Figure 1. Close-up of the layout (run 1).
The bar under the picture is 10 um long. Region (18, 3) to (58, 43) um. Cells in grey, sequential cells in the stronger grey; small squares are vias.
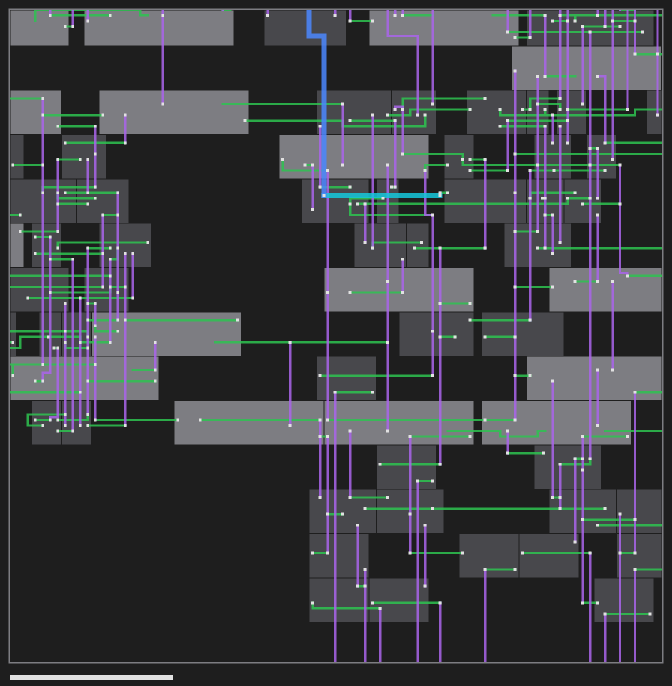
Figure 2. Drive-strength map (run 1).
The bar under the picture is 20 um long.
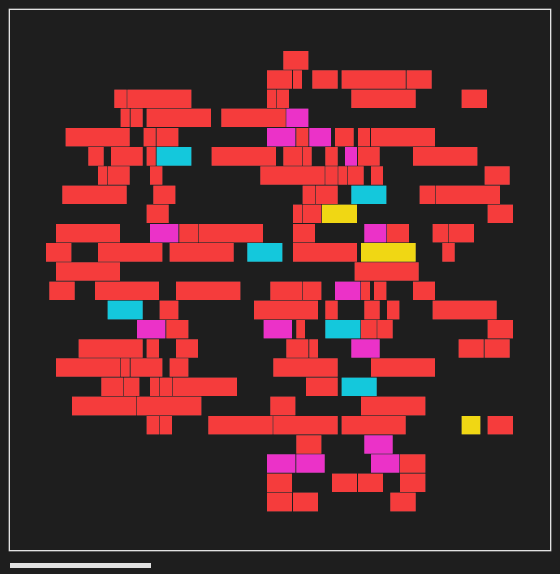
Figure 3. M2 wires (run 1).
The bar under the picture is 20 um long.
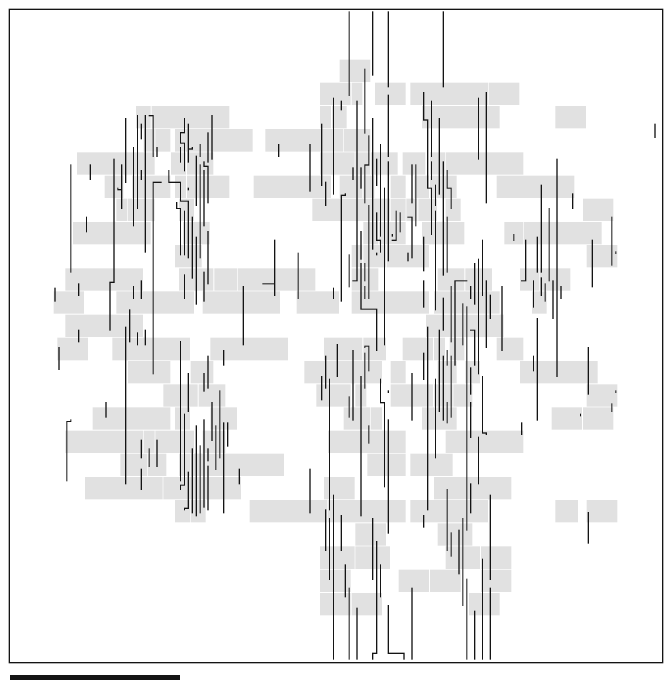
File: src/rtl/tm_seq_pkg.sv
// Shared phase encoding and default parameters for the Turing machine input sequencer.
package tm_seq_pkg;

  localparam int unsigned DefaultDw             = 4;
  localparam int unsigned DefaultAw             = 6;
  localparam int unsigned DefaultDebounceCycles = 16;
  localparam int unsigned DefaultMinHigh        = 2;
  localparam int unsigned DefaultStepPeriod     = 64;

  typedef enum logic [1:0] {
    StLoad   = 2'd0,
    StRun    = 2'd1,
    StHalted = 2'd2
  } phase_e;

  localparam logic [1:0] PhaseLoad   = 2'd0;
  localparam logic [1:0] PhaseRun    = 2'd1;
  localparam logic [1:0] PhaseHalted = 2'd2;

  function automatic logic [1:0] phase_code(phase_e ph);
    case (ph)
      StRun:    return PhaseRun;
      StHalted: return PhaseHalted;
      default:  return PhaseLoad;
    endcase
  endfunction

endpackage

File: src/rtl/tm_debounce.sv
// Two-flop synchronizer followed by a stability counter; reports the accepted level and
// a one-cycle pulse when that level rises.
module tm_debounce #(
  parameter int unsigned DEBOUNCE_CYCLES = 16
) (
  input  logic clock,
  input  logic reset_n,
  input  logic raw,
  output logic level,
  output logic rise
);

  localparam int unsigned CW = $clog2(DEBOUNCE_CYCLES);

  logic          sync1_q, sync2_q;
  logic          level_q, level_d;
  logic          rise_q, rise_d;
  logic [CW-1:0] cnt_q, cnt_d;

  // Any sample matching the accepted level restarts the stability count.
  always_comb begin
    level_d = level_q;
    rise_d  = 1'b0;
    cnt_d   = '0;
    if (sync2_q != level_q) begin
      if (cnt_q == CW'(DEBOUNCE_CYCLES - 1)) begin
        level_d = sync2_q;
        rise_d  = sync2_q;
      end else begin
        cnt_d = cnt_q + CW'(1);
      end
    end
  end

  always_ff @(posedge clock or negedge reset_n) begin
    if (!reset_n) begin
      sync1_q <= 1'b0;
      sync2_q <= 1'b0;
      level_q <= 1'b0;
      rise_q  <= 1'b0;
      cnt_q   <= '0;
    end else begin
      sync1_q <= raw;
      sync2_q <= sync1_q;
      level_q <= level_d;
      rise_q  <= rise_d;
      cnt_q   <= cnt_d;
    end
  end

  assign level = level_q;
  assign rise  = rise_q;

endmodule

File: src/rtl/tm_input_sequencer.sv
// Front end for the Turing machine core: debounced buttons, Next/Done shaping and phase
// tracking. Optional periodic stepping in RUN is enabled by defining TM_AUTOSTEP_EN.
module tm_input_sequencer import tm_seq_pkg::*; #(
  parameter int unsigned DW              = DefaultDw,
  parameter int unsigned AW              = DefaultAw,
  parameter int unsigned DEBOUNCE_CYCLES = DefaultDebounceCycles,
  parameter int unsigned MIN_HIGH        = DefaultMinHigh,
  parameter int unsigned STEP_PERIOD     = DefaultStepPeriod
) (
  input  logic          clock,
  input  logic          reset_n,
  input  logic          btn_next_raw,
  input  logic          btn_done_raw,
  input  logic [DW-1:0] sw_data,
  input  logic          compute_done,
  output logic          next,
  output logic          done,
  output logic [DW-1:0] input_data,
  output logic [AW-1:0] word_count,
  output logic [1:0]    phase,
  output logic          overflow
);

  localparam int unsigned HW = $clog2(MIN_HIGH + 1);

  logic next_lvl, next_rise, done_rise, done_lvl_unused;
  logic step_trig, start;

  phase_e        phase_q, phase_d;
  logic          next_q, next_d;
  logic [HW-1:0] hi_cnt_q, hi_cnt_d;
  logic          done_q, done_d;
  logic [DW-1:0] data_q, data_d;
  logic [AW-1:0] wc_q, wc_d;
  logic          ovf_q, ovf_d;
  logic          halt_pend_q, halt_pend_d;

  tm_debounce #(
    .DEBOUNCE_CYCLES(DEBOUNCE_CYCLES)
  ) u_deb_next (
    .clock  (clock),
    .reset_n(reset_n),
    .raw    (btn_next_raw),
    .level  (next_lvl),
    .rise   (next_rise)
  );

  tm_debounce #(
    .DEBOUNCE_CYCLES(DEBOUNCE_CYCLES)
  ) u_deb_done (
    .clock  (clock),
    .reset_n(reset_n),
    .raw    (btn_done_raw),
    .level  (done_lvl_unused),
    .rise   (done_rise)
  );

`ifdef TM_AUTOSTEP_EN
  localparam int unsigned SW = $clog2(STEP_PERIOD);

  logic [SW-1:0] step_cnt_q, step_cnt_d;

  // Held at zero outside RUN so each RUN entry restarts a full period.
  always_comb begin
    step_cnt_d = '0;
    step_trig  = 1'b0;
    if (phase_q == StRun) begin
      if (step_cnt_q == SW'(STEP_PERIOD - 1)) begin
        step_trig = 1'b1;
      end else begin
        step_cnt_d = step_cnt_q + SW'(1);
      end
    end
  end

  always_ff @(posedge clock or negedge reset_n) begin
    if (!reset_n) begin
      step_cnt_q <= '0;
    end else begin
      step_cnt_q <= step_cnt_d;
    end
  end
`else
  localparam int unsigned unused_step_period = STEP_PERIOD;
  assign step_trig = 1'b0;
`endif

  always_comb begin
    phase_d     = phase_q;
    next_d      = next_q;
    hi_cnt_d    = hi_cnt_q;
    done_d      = 1'b0;
    data_d      = data_q;
    wc_d        = wc_q;
    ovf_d       = ovf_q;
    halt_pend_d = halt_pend_q;
    start       = 1'b0;

    // Stretch to MIN_HIGH, then follow the debounced button level.
    if (next_q) begin
      if (hi_cnt_q < HW'(MIN_HIGH)) begin
        hi_cnt_d = hi_cnt_q + HW'(1);
      end else if (!next_lvl) begin
        next_d = 1'b0;
      end
    end

    case (phase_q)
      StLoad: begin
        if (next_rise) begin
          if (!next_q) begin
            if (wc_q == {AW{1'b1}}) begin
              ovf_d = 1'b1;
            end else begin
              start  = 1'b1;
              data_d = sw_data;
              wc_d   = wc_q + AW'(1);
            end
          end
        end else if (done_rise && !next_q && (wc_q != '0)) begin
          done_d  = 1'b1;
          phase_d = StRun;
        end
      end
      StRun: begin
        // A compute_done seen while stepping is remembered until next has dropped.
        if ((compute_done || halt_pend_q) && !next_q) begin
          phase_d     = StHalted;
          halt_pend_d = 1'b0;
        end else begin
          if (compute_done) halt_pend_d = 1'b1;
          if ((next_rise || step_trig) && !next_q) start = 1'b1;
        end
      end
      StHalted: begin
        next_d = 1'b0;
      end
      default: begin
        phase_d = StLoad;
      end
    endcase

    if (start) begin
      next_d   = 1'b1;
      hi_cnt_d = HW'(1);
    end
  end

  always_ff @(posedge clock or negedge reset_n) begin
    if (!reset_n) begin
      phase_q     <= StLoad;
      next_q      <= 1'b0;
      hi_cnt_q    <= '0;
      done_q      <= 1'b0;
      data_q      <= '0;
      wc_q        <= '0;
      ovf_q       <= 1'b0;
      halt_pend_q <= 1'b0;
    end else begin
      phase_q     <= phase_d;
      next_q      <= next_d;
      hi_cnt_q    <= hi_cnt_d;
      done_q      <= done_d;
      data_q      <= data_d;
      wc_q        <= wc_d;
      ovf_q       <= ovf_d;
      halt_pend_q <= halt_pend_d;
    end
  end

  assign next       = next_q;
  assign done       = done_q;
  assign input_data = data_q;
  assign word_count = wc_q;
  assign phase      = phase_code(phase_q);
  assign overflow   = ovf_q;

endmodule

File: config.mk
export PLATFORM = sky130hd
export DESIGN_NAME = tm_input_sequencer
export DESIGN_NICKNAME = d
export VERILOG_FILES = /design/src/rtl/tm_seq_pkg.sv /design/src/rtl/tm_debounce.sv /design/src/rtl/tm_input_sequencer.sv
export SDC_FILE = /design/constraint.sdc
export NUM_CORES = 1
export LEC_CHECK = 0
export ABC_CLOCK_PERIOD_IN_PS = 2400
export CAP_MARGIN = 10
export CORE_MARGIN = 5
export CORE_UTILIZATION = 33
export CTS_BUF_LIST = sky130_fd_sc_hd__clkbuf_8 sky130_fd_sc_hd__clkbuf_16
export CTS_CLUSTER_DIAMETER = 150
export DETAILED_ROUTE_END_ITERATION = 10
export PLACE_DENSITY_LB_ADDON = 0.08
export SKIP_LAST_GASP = 1
export SYNTH_ARGS = -nofsm -noshare
export SYNTH_HDL_FRONTEND = slang
export SYNTH_SLANG_ARGS = --single-unit
File: constraint.sdc
create_clock -name clock -period 2.4 [get_ports clock]
set_clock_uncertainty 0.1 [all_clocks]
set_input_delay 0.36 -clock clock [delete_from_list [all_inputs] [get_ports clock]]
set_output_delay 0.36 -clock clock [all_outputs]
set_load 0.05 [all_outputs]
==> flow.log, run 1 <==
[metrics] run summary
[metrics] status: complete, no violations
[metrics] placed insts: 189
[metrics] clock-pin slew on the worst setup and hold paths: 0.07 ns
[metrics] final core utilization: 42.4%
[metrics] Synth top cell by count: sky130_fd_sc_hd__dfrtp_1
[metrics] Placeable Area: 0.00432 mm2
[metrics] post-synthesis net count: 130
[metrics] Finished Cell Area: 0.00183 mm2
[metrics] hold path depth: 0
[metrics] power drawn by the clock network: 0.000428 W
[metrics] CTS tree: yes
[metrics] tool warnings: 27
[metrics] sequential cell fraction of total power: 54.4%
[metrics] placed instance area: 0.00174 mm2
[metrics] total vias in the final route: 969
[metrics] Combinational Power Share: 7.7%
[metrics] clock tree buffer depth: 2
[metrics] Tightest Hold Check Type: flop to flop
[metrics] adder-cell area share of the yosys netlist: 3.43%
[metrics] time the worst path needs with I/O delays and setup: 2.25 ns
[metrics] CTS Hold Buffers Added: 0
[metrics] proportion of power drawn by the clock network: 37.9%
[metrics] YS warnings: 0
[metrics] area share of the largest cell type after synthesis: 58.3%
[metrics] slew at the pin closest to its max-slew limit: 0.795 ns
[metrics] post-synthesis share of cell area spent on and-or and or-and gates: 10.7%
[metrics] number of global-route vias before repair: 1026
[metrics] endpoint with the worst hold slack: u_deb_done.sync2_q
[metrics] RSZ-0062 raised after global routing: no
[metrics] max-capacitance violation count: 0
[metrics] Internal: 0.000861 W
[metrics] Post-Synthesis Mean Instance Area: 12.5 um2
[metrics] sequential cell power: 0.000614 W
[metrics] worst setup path end: phase[0]
[metrics] length of the first detailed-routing pass in iterations: 4
[metrics] boundary pin count: 24
[metrics] post-route worst setup slack: 0.153 ns
[metrics] fraction of layout instances using a drive strength above 1: 15.9%
[metrics] net load switching power: 0.000269 W
[metrics] Area Overhead vs Synth: 25.7%
[metrics] number of library cell types mapped by synthesis: 30
[metrics] Mux cell area share: 6.95%
[metrics] total cell area reported by yosys after synthesis: 0.00146 mm2
[metrics] source of the critical timing path: phase_q[1]
[metrics] Final nets: 157
[metrics] post-CTS resize count: 0
[metrics] total negative setup slack: 0 ns
[metrics] standby leakage power: 0.799 nW
[metrics] final weighted congestion of routability-driven global placement: 0.749
[metrics] pre-CTS setup slack: 0.454 ns
[metrics] Top pwr grp: sequential cells
[metrics] Registers, synthesis: 34
[metrics] Min Hold Slack: 0.252 ns
[metrics] CTS buffer count: 5
[metrics] CP endpoint kind: output port
[metrics] combinational group power: 0.0000869 W
[metrics] area fraction in xor and xnor cells: 4.20%
[metrics] worst endpoint required time: 1.94 ns
[metrics] first-pass GRT wire length: 4880 um
[metrics] total wirelength of the detailed-routed design: 2670 um
[metrics] Skew-Pair Late Insertion Delay: 0.29 ns
[metrics] worst r2r path cells: 3
[metrics] total clock sinks: 34
[metrics] number of enable flip-flop cells: 0
[metrics] commonest cells in the netlist: sky130_fd_sc_hd__dfrtp_1 (34), sky130_fd_sc_hd__mux2_2 (9), sky130_fd_sc_hd__a21oi_1 (8), sky130_fd_sc_hd__inv_1 (6), sky130_fd_sc_hd__xnor2_1 (6)
[metrics] origin of the critical flop-to-flop path: phase_q[1]
[metrics] post-synthesis async set-or-reset flop share: 100%
[metrics] antenna diode count: 0
[metrics] worst-path maximum fanout: 8
[metrics] half-perimeter wire length of the detailed placement result: 1860 um
[metrics] ys flop type: sky130_fd_sc_hd__dfrtp_1
[metrics] total count of max-transition violations in the final report: 0
Notes on Figure 1 above:
[M2] purple
[M1] green
[M3] cyan
[M4] blue
most frequent: dfrtp_1 (13), clkdlybuf4s50_1 (10), mux2_2 (7)
netlist names of flops here include: `input_data` (4), `word_count` (4), `u_deb_done.cnt_q` (2)
sequential cells in the window: 13
cells with their middle in the window: 58

Notes on Figure 2 above:
[x1 and smaller] red | cells: 122 | share: 84%
[x3 and x4] yellow | cells: 3 | share: 2.1%
[x2] magenta | cells: 14 | share: 9.7%
[x6 and larger] cyan | cells: 6 | share: 4.1%

Notes on Figure 3 above:
nets with wire on the layer: 137
wire length on this layer: 1320 um
share of all routed wire: 49%
main direction: vertical

==> run 1: cell type report <==
cell class                      count  area [um2]  area share [%]
Inverter                            6        22.5            1.23
Clock buffer                        6        82.6            4.50
Sequential cell                    34         851            46.4
Timing Repair Buffer               24         238            13.0
Clock inverter                      2        8.76           0.477
Multi-Input combinational cell     73         567            30.9
Tap cell                           52        65.1            3.55
==> run 1: metal layers <==
metal	wire length [um]	track usage, %
met1	1160	12.1
met2	1320	16.5
met4	40	3.67
met5	0	0
met3	142	4.49
==> run 1: worst max-delay path: stages, from the launching register on <==
cell and delay, ns:
sky130_fd_sc_hd__dfrtp_1 0.45, sky130_fd_sc_hd__and2b_2 0.25, sky130_fd_sc_hd__clkdlybuf4s50_1 0.79
==> run 2, diff against run 1 <==
--- a/config.mk
+++ b/config.mk
@@ -12,7 +12,9 @@
 export CTS_BUF_LIST = sky130_fd_sc_hd__clkbuf_8 sky130_fd_sc_hd__clkbuf_16
 export CTS_CLUSTER_DIAMETER = 150
 export DETAILED_ROUTE_END_ITERATION = 10
+export GPL_TIMING_DRIVEN = 0
 export PLACE_DENSITY_LB_ADDON = 0.08
+export SETUP_SLACK_MARGIN = 0.3
 export SKIP_LAST_GASP = 1
 export SYNTH_ARGS = -nofsm -noshare
 export SYNTH_HDL_FRONTEND = slang
==> flow.log, run 2 <==
[metrics] run summary
[metrics] time the worst path needs with I/O delays and setup: 2.06 ns (-0.190 ns)
[metrics] fraction of layout instances using a drive strength above 1: 16.2% (+0.35 points)
[metrics] status: complete, no violations
[metrics] RSZ-0062 raised after global routing: no
[metrics] worst r2r path cells: 3 (unchanged)
[metrics] net load switching power: 0.000268 W (-0.28%)
[metrics] CP endpoint kind: output port
[metrics] drt first-iter violations: 45
[metrics] sequential cell power: 0.000614 W (about the same)
[metrics] Combinational Power Share: 7.4% (-0.3 points)
[metrics] max-capacitance violation count: 0 (unchanged)
[metrics] category of cells accounting for the largest share of critical-path delay: buffers and inverters
[metrics] met2 wire length: 1290 um (-2.3%)
[metrics] clock-pin slew on the worst setup and hold paths: 0.07 ns (about the same)
[metrics] number of global-route vias before repair: 982 (-4.3%)
[metrics] Synth top cell by count: sky130_fd_sc_hd__dfrtp_1
[metrics] worst endpoint required time: 1.94 ns (about the same)
[metrics] most heavily used metal layer in global routing: met2
[metrics] path length in cells of the critical path: 3 (+1)
[metrics] largest incremental delay on the critical path: 0.48 ns (-0.31 ns)
[metrics] max FFs per register: 6
[metrics] met3 Resource Use GR: 3.55% (-0.95 points)
[metrics] slowest library cell on the worst path: sky130_fd_sc_hd__dfrtp_1
[metrics] worst setup path end: phase[0]
[metrics] Registers, synthesis: 34 (unchanged)
[metrics] fill count: 420
[metrics] part of the cycle the worst path needs: 85.7%
[metrics] Placeable Area: 0.00432 mm2 (unchanged)
[metrics] placed insts: 192 (+1.6%)
[metrics] Critical Path, Cell by Cell: and2b_2 -> buf_4 -> clkdlybuf4s15_1
[metrics] CTS buffer count: 5 (unchanged)
[metrics] power drawn by the clock network: 0.000427 W (about the same)
[metrics] Internal: 0.000856 W (-0.59%)
[metrics] antenna diode count: 0 (unchanged)
[metrics] total negative setup slack: 0 ns (unchanged)
[metrics] CP bufs+invs: 2 (+1)
[metrics] half-perimeter wire length of the detailed placement result: 1880 um (+0.94%)
[metrics] proportion of power drawn by the clock network: 38.0% (about the same)
[metrics] commonest cells in the netlist: sky130_fd_sc_hd__dfrtp_1 (34), sky130_fd_sc_hd__mux2_2 (9), sky130_fd_sc_hd__a21oi_1 (8), sky130_fd_sc_hd__inv_1 (6), sky130_fd_sc_hd__xnor2_1 (6)
[metrics] Tightest Hold Check Type: input pin to async pin
[metrics] length of the first detailed-routing pass in iterations: 2 (-2)
[metrics] M1 GR Usage: 11.9% (-0.19 points)
[metrics] clock tree buffer depth: 2 (unchanged)
[metrics] Post-Route M1 WL: 1190 um (+2.3%)
[metrics] Final nets: 160 (+1.9%)
[metrics] Skew-Pair Late Insertion Delay: 0.28 ns (about the same)
[metrics] tool warnings: 27 (unchanged)
[metrics] origin of the critical flop-to-flop path: phase_q[1]
[metrics] YS warnings: 0 (unchanged)
[metrics] post-synthesis net count: 130 (unchanged)
[metrics] slew at the pin closest to its max-slew limit: 0.774 ns (-0.0213 ns)
[metrics] source of the critical timing path: phase_q[1]
[metrics] ys flop type: sky130_fd_sc_hd__dfrtp_1
[metrics] worst-case vdd ir drop: 0.369 mV
[metrics] post-CTS resize count: 3 (+3)
[metrics] total cell area reported by yosys after synthesis: 0.00146 mm2 (unchanged)
[metrics] Top pwr grp: sequential cells
[metrics] post-synthesis async set-or-reset flop share: 100% (unchanged)
[metrics] standby leakage power: 0.812 nW (+1.6%)
[metrics] worst-path maximum fanout: 8 (unchanged)
[metrics] metal3 WL: 126 um (-11%)
[metrics] number of library cell types mapped by synthesis: 30 (unchanged)
[metrics] highest metal layer with signal wires: met4
[metrics] CTS Hold Buffers Added: 0 (unchanged)
[metrics] library cell with the largest summed area after synthesis: sky130_fd_sc_hd__dfrtp_1
[metrics] Register-to-Register Setup Slack: 0.41 ns
[metrics] area share of the largest cell type after synthesis: 58.3% (unchanged)
[metrics] total count of max-transition violations in the final report: 0 (unchanged)
[metrics] Post-Synthesis Mean Instance Area: 12.5 um2 (unchanged)
[metrics] total clock sinks: 34 (unchanged)
[metrics] first-pass GRT wire length: 4660 um (-4.5%)
[metrics] boundary pin count: 24 (unchanged)
[metrics] die boundary width: 76.5 um
[metrics] combinational group power: 0.0000826 W (-4.9%)
[metrics] final core utilization: 42.5% (+0.087 points)
[metrics] sequential cell fraction of total power: 54.6% (+0.2 points)
[metrics] final weighted congestion of routability-driven global placement: 0.725 (-3.2%)
[metrics] CTS tree: yes
==> run 2: through the flow <==
stage,area (um2),setup slack [ns]
2_1_floorplan,1460,0.305
3_3_place_gp,1750,0.115
3_5_place_dp,1750,0.348
4_1_cts,1840,0.303
5_1_grt,1840,0.305
6_report,1840,0.343
==> run 2: cell type report <==
class	count	area (um2)	area share, %
sequential	34	851	46.3
multi-input combinational	73	567	30.8
timing repair buffer	23	223	12.1
clock buffer	6	82.6	4.49
tap	52	65.1	3.54
inverter	6	22.5	1.23
buffer	4	18.8	1.02
clock inverter	2	8.76	0.477
==> run 2: cells by family after synthesis <==
group | synth area share, %
compound gates | 10.7
xor+xnor | 4.20
fa+ha+maj | 3.43
buf+inv | 2.83
flops | 58.3
mux | 6.95
simple gates | 13.6
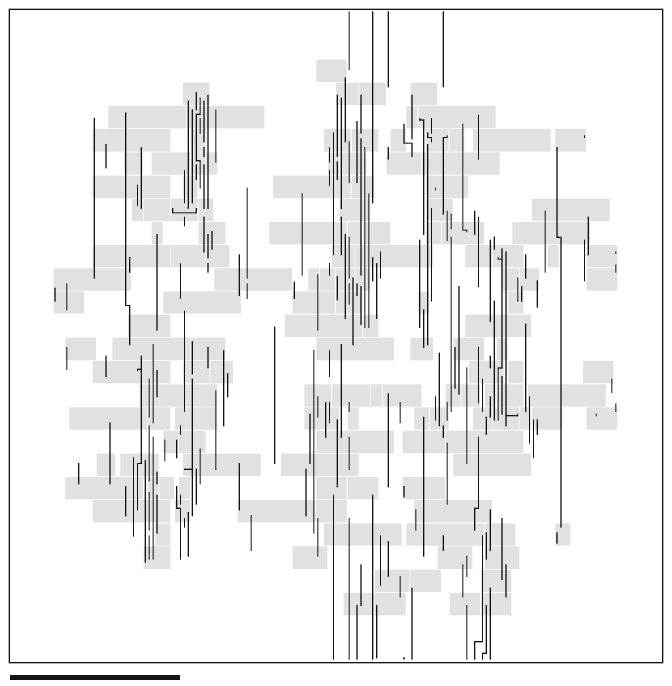
Figure 4: run 2, M2 wires.
The bar under the picture is 20 um long.
share of all routed wire: 48%
longest straight run: 34.0 um
wire length on this layer: 1290 um
main direction: vertical
nets with wire on the layer: 137
met2 track demand over resource in global routing: 15.6%
total wirelength of the detailed-routed design: 2660 um
total vias in the final route: 960

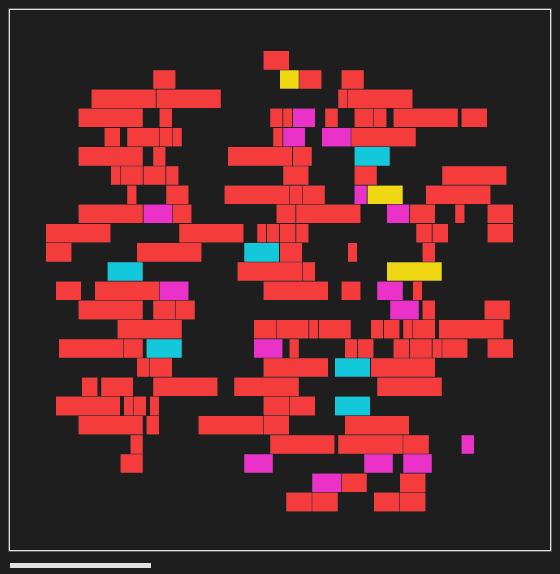
Figure 5: run 2, drive-strength map.
The bar under the picture is 20 um long.
[x1 and smaller] red | cells: 124 | share: 84%
[x2] magenta | cells: 15 | share: 10%
[x3 and x4] yellow | cells: 3 | share: 2.0%
[x6 and larger] cyan | cells: 6 | share: 4.1%

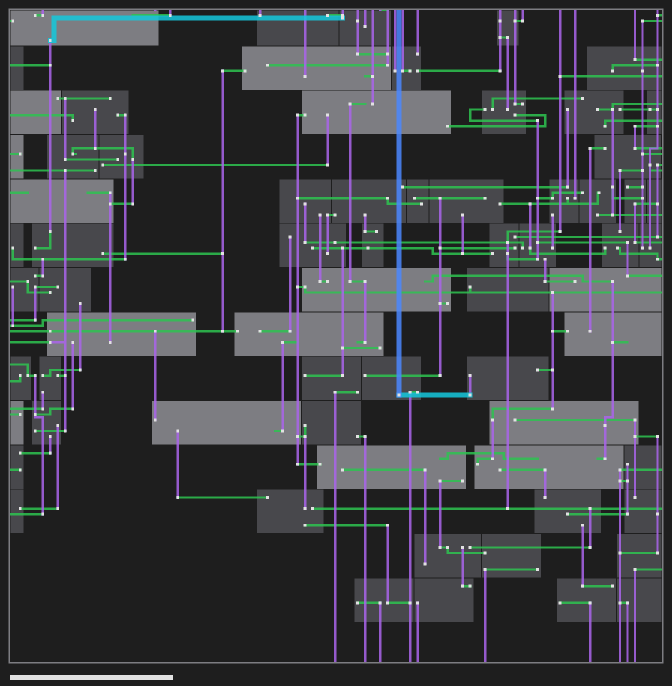
Figure 6: run 2, close-up of the layout.
The bar under the picture is 10 um long. Region (18, 3) to (58, 43) um. Cells in grey, sequential cells in the stronger grey; small squares are vias.
[M1] green
[M4] blue
[M3] cyan
[M2] purple
netlist names of flops here include: `input_data` (4), `word_count` (4)
cells with their middle in the window: 59
most frequent: dfrtp_1 (13), clkdlybuf4s50_1 (10), mux2_2 (7)
sequential cells in the window: 13

==> run 3, diff against run 2 <==
--- a/config.mk
+++ b/config.mk
@@ -6,7 +6,7 @@
 export NUM_CORES = 1
 export LEC_CHECK = 0
 export ABC_CLOCK_PERIOD_IN_PS = 2400
-export CAP_MARGIN = 10
+export CAP_MARGIN = 40
 export CORE_MARGIN = 5
 export CORE_UTILIZATION = 33
 export CTS_BUF_LIST = sky130_fd_sc_hd__clkbuf_8 sky130_fd_sc_hd__clkbuf_16
==> constraint.sdc (replaced) <==
create_clock -name clock -period 2.4 [get_ports clock]
set_clock_uncertainty 0.1 [all_clocks]
set_input_delay 0.36 -clock clock [delete_from_list [all_inputs] [get_ports clock]]
set_output_delay 0.36 -clock clock [all_outputs]
set_load 0.005 [all_outputs]
==> flow.log, run 3 <==
[metrics] run summary
[metrics] area taken by flip-flops and latches: 851 um2 (unchanged)
[metrics] Clock Network Area Fraction: 4.96% (-0.0068 points)
[metrics] total clock sinks: 34 (unchanged)
[metrics] slew at the pin closest to its max-slew limit: 0.774 ns (unchanged)
[metrics] met2 track demand over resource in global routing: 15.6% (unchanged)
[metrics] fraction of layout instances using a drive strength above 1: 16.2% (unchanged)
[metrics] Critical Path, Cell by Cell: and2b_2 -> buf_4 -> clkdlybuf4s50_1
[metrics] worst r2r path cells: 3 (unchanged)
[metrics] clock buffer count in the final layout: 6 (unchanged)
[metrics] CTS Hold Buffers Added: 0 (unchanged)
[metrics] YS warnings: 0 (unchanged)
[metrics] half-perimeter wire length of the detailed placement result: 1880 um (unchanged)
[metrics] RSZ-0062 raised after global routing: no
[metrics] antenna diode count: 0 (unchanged)
[metrics] Register-to-Register Setup Slack: 0.41 ns (about the same)
[metrics] source of the critical timing path: phase_q[1]
[metrics] first-pass GRT wire length: 4660 um (unchanged)
[metrics] Placeable Area: 0.00432 mm2 (unchanged)
[metrics] tool warnings: 27 (unchanged)
[metrics] area share of the largest cell type after synthesis: 58.3% (unchanged)
[metrics] total count of max-transition violations in the final report: 0 (unchanged)
[metrics] cell class ranked first by area: registers
[metrics] placed instance area: 0.00175 mm2 (unchanged)
[metrics] total negative setup slack: 0 ns (unchanged)
[metrics] final weighted congestion of routability-driven global placement: 0.725 (unchanged)
[metrics] worst setup path end: phase[0]
[metrics] time the worst path needs with I/O delays and setup: 2.06 ns (+0.000578 ns)
[metrics] met2 wire length: 1290 um (unchanged)
[metrics] origin of the critical flop-to-flop path: phase_q[1]
[metrics] path length in cells of the critical path: 3 (unchanged)
[metrics] Registers, synthesis: 34 (unchanged)
[metrics] total vias in the final route: 960 (unchanged)
[metrics] Final nets: 160 (unchanged)
[metrics] number of library cell types mapped by synthesis: 30 (unchanged)
[metrics] buffering overhead: 13.3% (+0.12 points)
[metrics] part of the cycle the worst path needs: 85.7% (about the same)
[metrics] count of inserted tapcells: 52 (unchanged)
[metrics] Post-Synthesis Mean Instance Area: 12.5 um2 (unchanged)
[metrics] final core utilization: 42.6% (+0.058 points)
[metrics] CP endpoint kind: output port
[metrics] number of sequential storage elements: 34 (unchanged)
[metrics] status: complete, no violations
[metrics] slowest library cell on the worst path: sky130_fd_sc_hd__clkdlybuf4s50_1
[metrics] drt first-iter violations: 45 (unchanged)
[metrics] Tightest Hold Check Type: input pin to async pin
[metrics] CTS tree: yes
[metrics] CP bufs+invs: 2 (unchanged)
[metrics] clock tree buffer depth: 2 (unchanged)
[metrics] fill count: 419 (-0.24%)
[metrics] number of logic gates: 73 (unchanged)
[metrics] multi-input gate share of total cell area: 30.8% (-0.042 points)
[metrics] worst-path maximum fanout: 8 (unchanged)
[metrics] Post-Route M1 WL: 1190 um (about the same)
[metrics] boundary pin count: 24 (unchanged)
[metrics] post-synthesis net count: 130 (unchanged)
[metrics] metal3 WL: 126 um (unchanged)
[metrics] ys flop type: sky130_fd_sc_hd__dfrtp_1
[metrics] die boundary width: 76.5 um (unchanged)
[metrics] combined area of the multi-input logic cells: 567 um2 (unchanged)
[metrics] number of global-route vias before repair: 982 (unchanged)
[metrics] CTS buffer count: 5 (unchanged)
[metrics] largest incremental delay on the critical path: 0.50 ns (+0.02 ns)
[metrics] library cell with the largest summed area after synthesis: sky130_fd_sc_hd__dfrtp_1
[metrics] inverter count: 6 (unchanged)
[metrics] Synth top cell by count: sky130_fd_sc_hd__dfrtp_1
[metrics] most heavily used metal layer in global routing: met2
[metrics] length of the first detailed-routing pass in iterations: 2 (unchanged)
[metrics] worst endpoint required time: 1.94 ns (about the same)
[metrics] number of enable flip-flop cells: 0
[metrics] clock-pin slew on the worst setup and hold paths: 0.07 ns (about the same)
[metrics] placed insts: 192 (unchanged)
-- run 3: cell counts after synthesis --
Identical to the previous run, type by type.
-- run 3: cell families (layout without fill, tap and decap cells) --
logic type | after synthesis | in the layout | share of synthesized area (%)
adder cells (fa/ha/maj) | 4 | 4 | 3.43
AND/OR/NAND/NOR | 31 | 31 | 13.6
AND-OR/OR-AND | 22 | 22 | 10.7
XOR/XNOR | 7 | 7 | 4.20
multiplexers | 9 | 9 | 6.95
buffers and inverters | 10 | 41 | 2.83
flip-flops | 34 | 34 | 58.3
-- run 3: power breakdown --
group           total, W  internal [W]  switching (W)
registers       0.000614      0.000592      0.0000215
logic          0.0000701     0.0000395      0.0000307
clock network   0.000427      0.000227       0.000200
total            0.00111      0.000859       0.000252
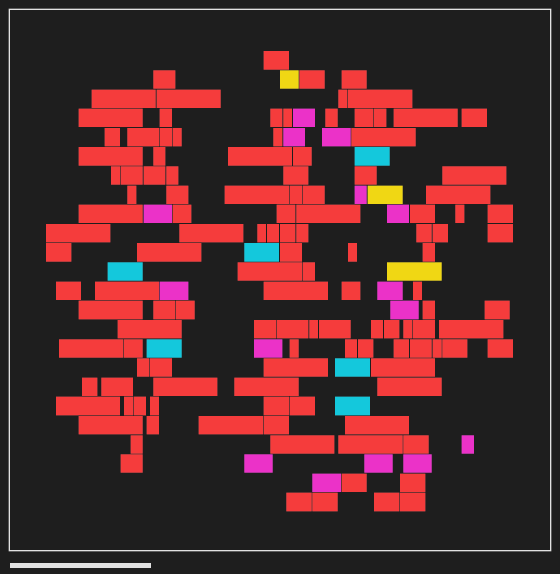
Figure 7: run 3, drive-strength map.
The bar under the picture is 20 um long.
number of buffers other than clock buffers in the final layout: 27
post-route worst setup slack: 0.342 ns
Area Overhead vs Synth: 26.2%
Finished Cell Area: 0.00184 mm2

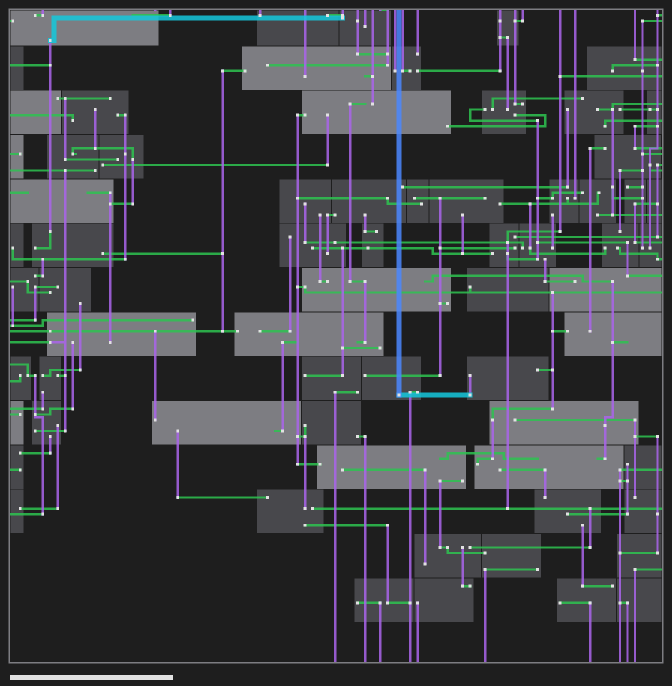
Figure 8: run 3, close-up of the layout.
The bar under the picture is 10 um long. Region (18, 3) to (58, 43) um. Cells in grey, sequential cells in the stronger grey; small squares are vias.
[M1] green
[M2] purple
[M3] cyan
[M4] blue
most frequent: dfrtp_1 (13), clkdlybuf4s50_1 (10), mux2_2 (7)
cells with their middle in the window: 59
sequential cells in the window: 13
netlist names of flops here include: `input_data` (4), `word_count` (4)

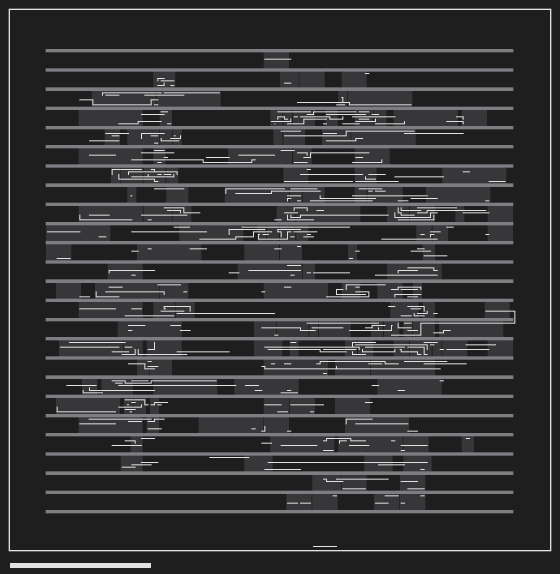
Figure 9: run 3, the metal 1 layer.
The bar under the picture is 20 um long. Supply wires on this layer in grey.
nets with wire on the layer: 146
share of all routed wire: 45%
main direction: horizontal
M1 GR Usage: 11.9%
total wirelength of the detailed-routed design: 2660 um

Power and IR drop assume default switching activity.
